<file path="config.mk">
export PLATFORM = sky130hd
export DESIGN_NAME = systolic_feeder
export DESIGN_NICKNAME = d
export VERILOG_FILES = /design/src/rtl/systolic_feeder.sv
export SDC_FILE = /design/constraint.sdc
export NUM_CORES = 1
export LEC_CHECK = 0
export CAP_MARGIN = 25
export CELL_PAD_IN_SITES_DETAIL_PLACEMENT = 1
export CELL_PAD_IN_SITES_GLOBAL_PLACEMENT = 2
export CORE_MARGIN = 10
export CORE_UTILIZATION = 30
export DETAILED_ROUTE_END_ITERATION = 6
export PLACE_DENSITY = 0.86
export SLEW_MARGIN = 20
export SYNTH_ARGS = -nofsm -noshare
export SYNTH_HDL_FRONTEND = slang
export SYNTH_SLANG_ARGS = --single-unit
</file>
<file path="constraint.sdc">
create_clock -name clk_i -period 5.42 [get_ports clk_i]
set_clock_uncertainty 0.15 [all_clocks]
set_input_delay 1.626 -clock clk_i [delete_from_list [all_inputs] [get_ports clk_i]]
set_output_delay 1.626 -clock clk_i [all_outputs]
set_load 0.1 [all_outputs]
</file>
<file path="src/rtl/systolic_feeder.sv">
// Operand feeder for a DIM x DIM systolic MAC array: latches A and B on start,
// then streams them into the west/north edges with diagonal skew.
//
// state | meaning
// IDLE  | waiting for start; PE array held cleared
// CLEAR | one cycle with pe_start low to zero the accumulators
// RUN   | 3*DIM-2 skewed operand steps with pe_start high
// HOLD  | zero operands, pe_start high so results hold; done asserted
module systolic_feeder #(
  parameter int DATA_WIDTH = 8,
  parameter int DIM        = 4
) (
  input  logic                            clk_i,
  input  logic                            rst_i,
  input  logic                            start_i,
  input  logic [DIM*DIM*DATA_WIDTH-1:0]   a_mat_i,
  input  logic [DIM*DIM*DATA_WIDTH-1:0]   b_mat_i,
  output logic [DIM*DATA_WIDTH-1:0]       a_row_o,
  output logic [DIM*DATA_WIDTH-1:0]       b_col_o,
  output logic                            pe_start_o,
  output logic                            busy_o,
  output logic                            done_o
);

  localparam int MW = DIM * DIM * DATA_WIDTH;
  localparam int VW = DIM * DATA_WIDTH;
  localparam int CW = $clog2(3 * DIM - 2);
  localparam logic [CW-1:0] LAST_STEP = CW'(3 * DIM - 3);

  typedef enum logic [1:0] {IDLE, CLEAR, RUN, HOLD} state_t;

  state_t          state, state_next;
  logic [CW-1:0]   step, step_next;
  logic            capture;
  logic [MW-1:0]   a_mat, b_mat;
  logic [VW-1:0]   a_next, b_next;
  logic            pe_start_next, busy_next, done_next;
  int              ka, kb;

  always_ff @(posedge clk_i) begin
    if (rst_i) begin
      state <= IDLE;
      step  <= '0;
    end else begin
      state <= state_next;
      step  <= step_next;
    end
  end

  always_comb begin
    state_next    = state;
    step_next     = step;
    capture       = 1'b0;
    a_next        = '0;
    b_next        = '0;
    pe_start_next = 1'b0;
    busy_next     = 1'b0;
    done_next     = 1'b0;
    ka            = 0;
    kb            = 0;

    unique case (state)
      IDLE, HOLD: begin
        if (start_i) begin
          state_next = CLEAR;
          capture    = 1'b1;
        end
      end
      CLEAR: begin
        state_next = RUN;
        step_next  = '0;
      end
      RUN: begin
        if (step == LAST_STEP) begin
          state_next = HOLD;
          step_next  = '0;
        end else begin
          step_next = step + CW'(1);
        end
      end
      default: state_next = IDLE;
    endcase

    // Outputs are decoded from the upcoming state so they register in step with it.
    pe_start_next = (state_next == RUN) || (state_next == HOLD);
    busy_next     = (state_next == CLEAR) || (state_next == RUN);
    done_next     = (state_next == HOLD);

    if (state_next == RUN) begin
      for (int i = 0; i < DIM; i++) begin
        ka = int'(step_next) - i;
        if (ka >= 0 && ka < DIM)
          a_next[i*DATA_WIDTH +: DATA_WIDTH] = a_mat[(i*DIM+ka)*DATA_WIDTH +: DATA_WIDTH];
        kb = int'(step_next) - i;
        if (kb >= 0 && kb < DIM)
          b_next[i*DATA_WIDTH +: DATA_WIDTH] = b_mat[(kb*DIM+i)*DATA_WIDTH +: DATA_WIDTH];
      end
    end
  end

  always_ff @(posedge clk_i) begin
    if (rst_i) begin
      a_mat      <= '0;
      b_mat      <= '0;
      a_row_o    <= '0;
      b_col_o    <= '0;
      pe_start_o <= 1'b0;
      busy_o     <= 1'b0;
      done_o     <= 1'b0;
    end else begin
      if (capture) begin
        a_mat <= a_mat_i;
        b_mat <= b_mat_i;
      end
      a_row_o    <= a_next;
      b_col_o    <= b_next;
      pe_start_o <= pe_start_next;
      busy_o     <= busy_next;
      done_o     <= done_next;
    end
  end

endmodule

</file>
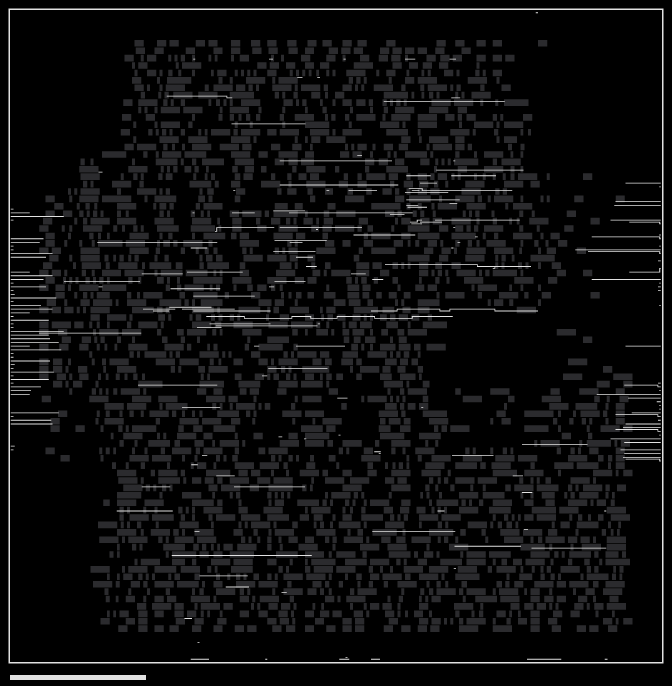
**Above:** M3 wires.
The bar under the picture is 50 um long.
The longest straight run is 51.1 um. 157 nets have wire on it. The wires run mostly horizontal.

==> run notes <==
The layout was made with Yosys and OpenROAD.

For this run, the final setup violation count is recorded as 0. The number of instances in the synthesized netlist is 1684. The fraction of area in non-clock buffers is 0.178. The I/O pin count is 326. The kind of cell with the highest combined delay on the critical path is simple AND/OR/NAND/NOR gates. The final hold violation count recorded for this run is 0.

The H-tree depth reported by CTS is 2. The yosys stat chip area is 14400 um^2. The final non-filler cell area is 19500 um^2.

The final net count is 2214. The portion of the clock cycle consumed by the worst path in the final layout is 0.915. Multi-input logic gates represent a cell area share of 0.375. The synthesized cell area is 14400 um^2. The startpoint of the lowest-slack hold path is b_mat[1]. The fraction of layout cells with a size suffix above 1 is 0.0799. Counting stages on the worst path, the most repeated cell is ha_1. The number of placement rows is 80. The number of clock buffers in the layout is 56.

The area overhead of the layout relative to synthesis is 35.1%. The maximum root-to-sink buffer count is 3. The category of the worst setup path launch point is a register.

The most used flip-flop cell after synthesis is dfxtp_1. The via count of the first global-routing pass is 13689. The number of register bits inferred by synthesis is 329. Summed over all failing endpoints, the final setup total negative slack is 0 ns. The number of placed instances with taps included is 2511. The final standard cell utilization of the core is 0.409.

The placeable core region is 47600 um^2. The total number of warnings across the stage logs is 35. For the pin with the worst max-slew slack, the measured transition is 1.10 ns. Of the total standard cell area in the layout, the sequential portion is 0.338. In the final report, the number of pins over their slew limit comes to 0. The pre-antenna-repair detailed-routing pass consisted of 5 iterations. Logic depth along the worst register-to-register path is recorded as 15. The number of multi-input combinational cells is 1215. The number of antenna violations at the first check in global routing came to 6. For this run, asynchronously set or reset flops after synthesis account for 0. The count of antenna diodes in the layout is 5. The number of input and output port buffers inserted is 325.

The filler-free cell count of the finished design is 2584. The routed layout reports a DRC error count of 0. The number of distinct library cells after synthesis is 51.

The class of the tightest hold or removal check is register to register. The total overflow reported by the global router is 0. The design has 329 sequential cells. The detailed-route vias per instance is 5.08.

Entering global routing, the biggest net connects 98 pins. Setup repair after global routing left no endpoint under its margin. The maximum fanout encountered on the critical timing path is 58. The slowest stage cell on the critical path is buf_4. The multi-input combinational cells in the finished layout cover a total of 7320 um^2.

The filler cells instantiated in the layout total 5507. The die height is 239 um. For the worst reg-to-reg path, the endpoint reported by OpenROAD is a_row_o[17]. The critical path's largest stage delay is 0.61 ns. Per the cell usage report, the commonest logic cells after layout are nand2_1 (588), dfxtp_1 (329), clkdlybuf4s50_1 (324). The required time at the worst-slack endpoint is 5.74 ns. The launching instance or port of the critical path is state[0].

Dividing the detail-routed wire length by the instance count gives 22.0 um. The first global-routing pass estimated 85500 um of wire. The antenna violation net count after detailed routing is 0. The total buffers and inverters traversed by the critical path is 3.

In this run the critical path is formed by inv_1 -> ha_1 -> or3b_1 -> o21ai_4 -> inv_2 -> buf_4 -> nand3_1 -> ha_1 -> a21boi_0 -> ha_1 -> nor4b_1 -> nand2b_1 -> mux2i_2 -> a221oi_1 -> a31oi_1. The max-cap check violation count is 0. The via total after detailed routing is 13132. The slew check shows that the tightest pin keeps a relative margin of 0.264. Counting the warning lines in the Yosys log gives 0. The path with the worst hold slack has its endpoint at b_mat[1]. The flow ran to the end, and the final reports show no timing, DRC or antenna violations. The highest achievable clock rate is 202 MHz.

After clock tree synthesis, the setup repair step added 0 buffers. The post-synth tally of flip-flops with integrated enable is 0. The number of non-clock buffers in the layout is 345. The clock transition at the register clock pins on the worst setup and hold paths after CTS is 0.06 ns. The number of cells reported by Yosys stat comes to 1684.

The share of the core area taken by cells at floorplan is 0.303. The share of the Yosys chip area taken by registers is 0.456. The number of sinks handled by clock tree synthesis is 329. The reg-to-reg startpoint is state[0]. The cell depth of the worst hold path is 2. At the worst endpoint, the arrival time is 5.28 ns. The largest cell class by area is multi-input combinational cells. The clock latency at the later pin of the worst-skew pair is 0.55 ns. Total global-route track usage over all layers is 0.193. The HPWL after detailed placement is 42100 um. The average footprint of a synthesized cell is 8.57 um^2. The proportion of cell area spent on the clock network is 0.0667. The number of violations reported at the end of detailed-routing iteration 0 is 715. The detailed router reported a total wirelength of 57000 um. The power report puts the leakage power at 7.32 nW. The number of buffers added by the clock tree synthesis step is 39. The storage element area is 6590 um^2. After layout, the minimum clock period comes to 4.96 ns. Looking at the VDD voltage map, the peak drop is 0.203 mV. The final weighted congestion of routability-driven global placement is 0.897.

The number of nets handed over by synthesis was 1960. The clock root buffer is clkbuf_16. The tap cell instance count is 615.

The width of the die is 239 um. The post-placement cell area is 18200 um^2.
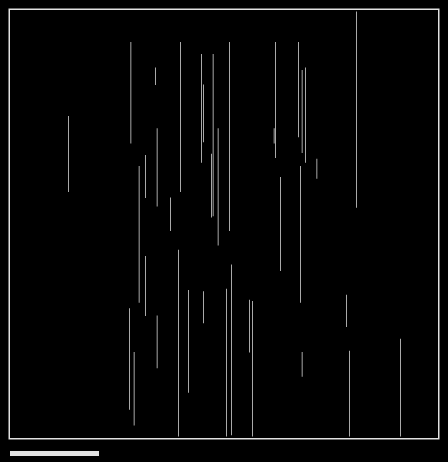
**Above:** met4 routing.
The bar under the picture is 50 um long.
The longest straight run is 110 um. The wires run mostly vertical. The layer carries 1970 um of wire.

synthesized netlist by cell type (2+ instances only):
| master | n | area share |
|---|---|---|
| a21boi_0 | 2 | 0.0010 |
| a22oi_1 | 13 | 0.0068 |
| and3b_1 | 2 | 0.0012 |
| clkbuf_1 | 111 | 0.029 |
| or3b_1 | 2 | 0.0012 |
| dfxtp_1 | 329 | 0.46 |
| nand3_1 | 4 | 0.0014 |
| xnor2_1 | 4 | 0.0024 |
| and4bb_1 | 2 | 0.0017 |
| a21oi_1 | 307 | 0.11 |
| nor2b_1 | 12 | 0.0052 |
| o21ai_0 | 3 | 0.0010 |
| nand2b_1 | 3 | 0.0013 |
| nand4_1 | 5 | 0.0022 |
| inv_2 | 2 | 0.00052 |
| ha_1 | 17 | 0.015 |
| mux4_2 | 62 | 0.097 |
| mux2i_1 | 79 | 0.055 |
| and2_1 | 24 | 0.010 |
| o22ai_1 | 9 | 0.0039 |
| o211ai_1 | 2 | 0.0010 |
| buf_1 | 2 | 0.00052 |
| nand2_1 | 589 | 0.15 |
| a32oi_1 | 2 | 0.0012 |
| a221o_1 | 12 | 0.0083 |
| buf_4 | 5 | 0.0026 |
| a221oi_1 | 7 | 0.0042 |
| and3_1 | 11 | 0.0048 |
| inv_1 | 6 | 0.0016 |
| nor2_1 | 18 | 0.0047 |
| buf_2 | 12 | 0.0042 |
| a31oi_1 | 6 | 0.0026 |
| buf_6 | 2 | 0.0016 |
worst max path at each step:
stage | to | slack (ns) | cells past startpoint
after floorplan | a_row_o[17] | 0.89 | 18
after global routing | a_row_o[17] | 0.04 | 15
after detailed placement | a_row_o[22] | 0.30 | 15
after global placement | a_row_o[22] | 0.66 | 15
final | a_row_o[17] | 0.46 | 15
after CTS | a_row_o[22] | 0.28 | 15
logic make-up after synthesis:
logic type,share of synthesized area
simple gates,0.191
flops,0.456
xor+xnor,0.00355
fa+ha+maj,0.0147
mux,0.152
compound gates,0.143
buf+inv,0.0398
metal layers:
metal / global-route usage / routed length (um) / up-vias / share of wire
li1: - / - / 6258 / -
met1: 0.240 / 24400 / 6515 / 0.43
met2: 0.327 / 28200 / 271 / 0.49
met3: 0.0308 / 2390 / 86 / 0.042
met4: 0.0814 / 1970 / 2 / 0.035
met5: 0 / 12 / - / 0.00021
registers in the layout (all words and copies together), names as in the netlist:
signal / flops
a_row_o: 32
step: 4
b_mat: 128
b_col_o: 32
busy_o: 1
a_mat: 128
state: 2
done_o: 1
pe_start_o: 1
repair_timing:
item                                    4_1_cts  5_1_grt
resized                                       0        2
endpoints found under the setup margin        0        8
hold buffers                                  0        0
report_power, final:
group / switching (mW) / total [mW] / internal (mW)
logic: 1.83 / 3.03 / 1.20
clock network: 1.05 / 2.70 / 1.65
registers: 0.299 / 3.12 / 2.82
total: 3.18 / 8.85 / 5.67
metrics by stage:
| step | hold WS, ns | worst slack (ns) | total power [mW] |
|---|---|---|---|
| finish | 0.304 | 0.460 | 8.85 |
| global placement | 0.290 | 0.661 | 6.11 |
| detailed placement | 0.296 | 0.300 | 6.19 |
| global route | 0.317 | 0.0407 | 9.35 |
| floorplan | 0.283 | 0.889 | 5.16 |
| CTS | 0.305 | 0.276 | 8.92 |
Power figures rest on the tool's default switching activity, not on a simulated workload.
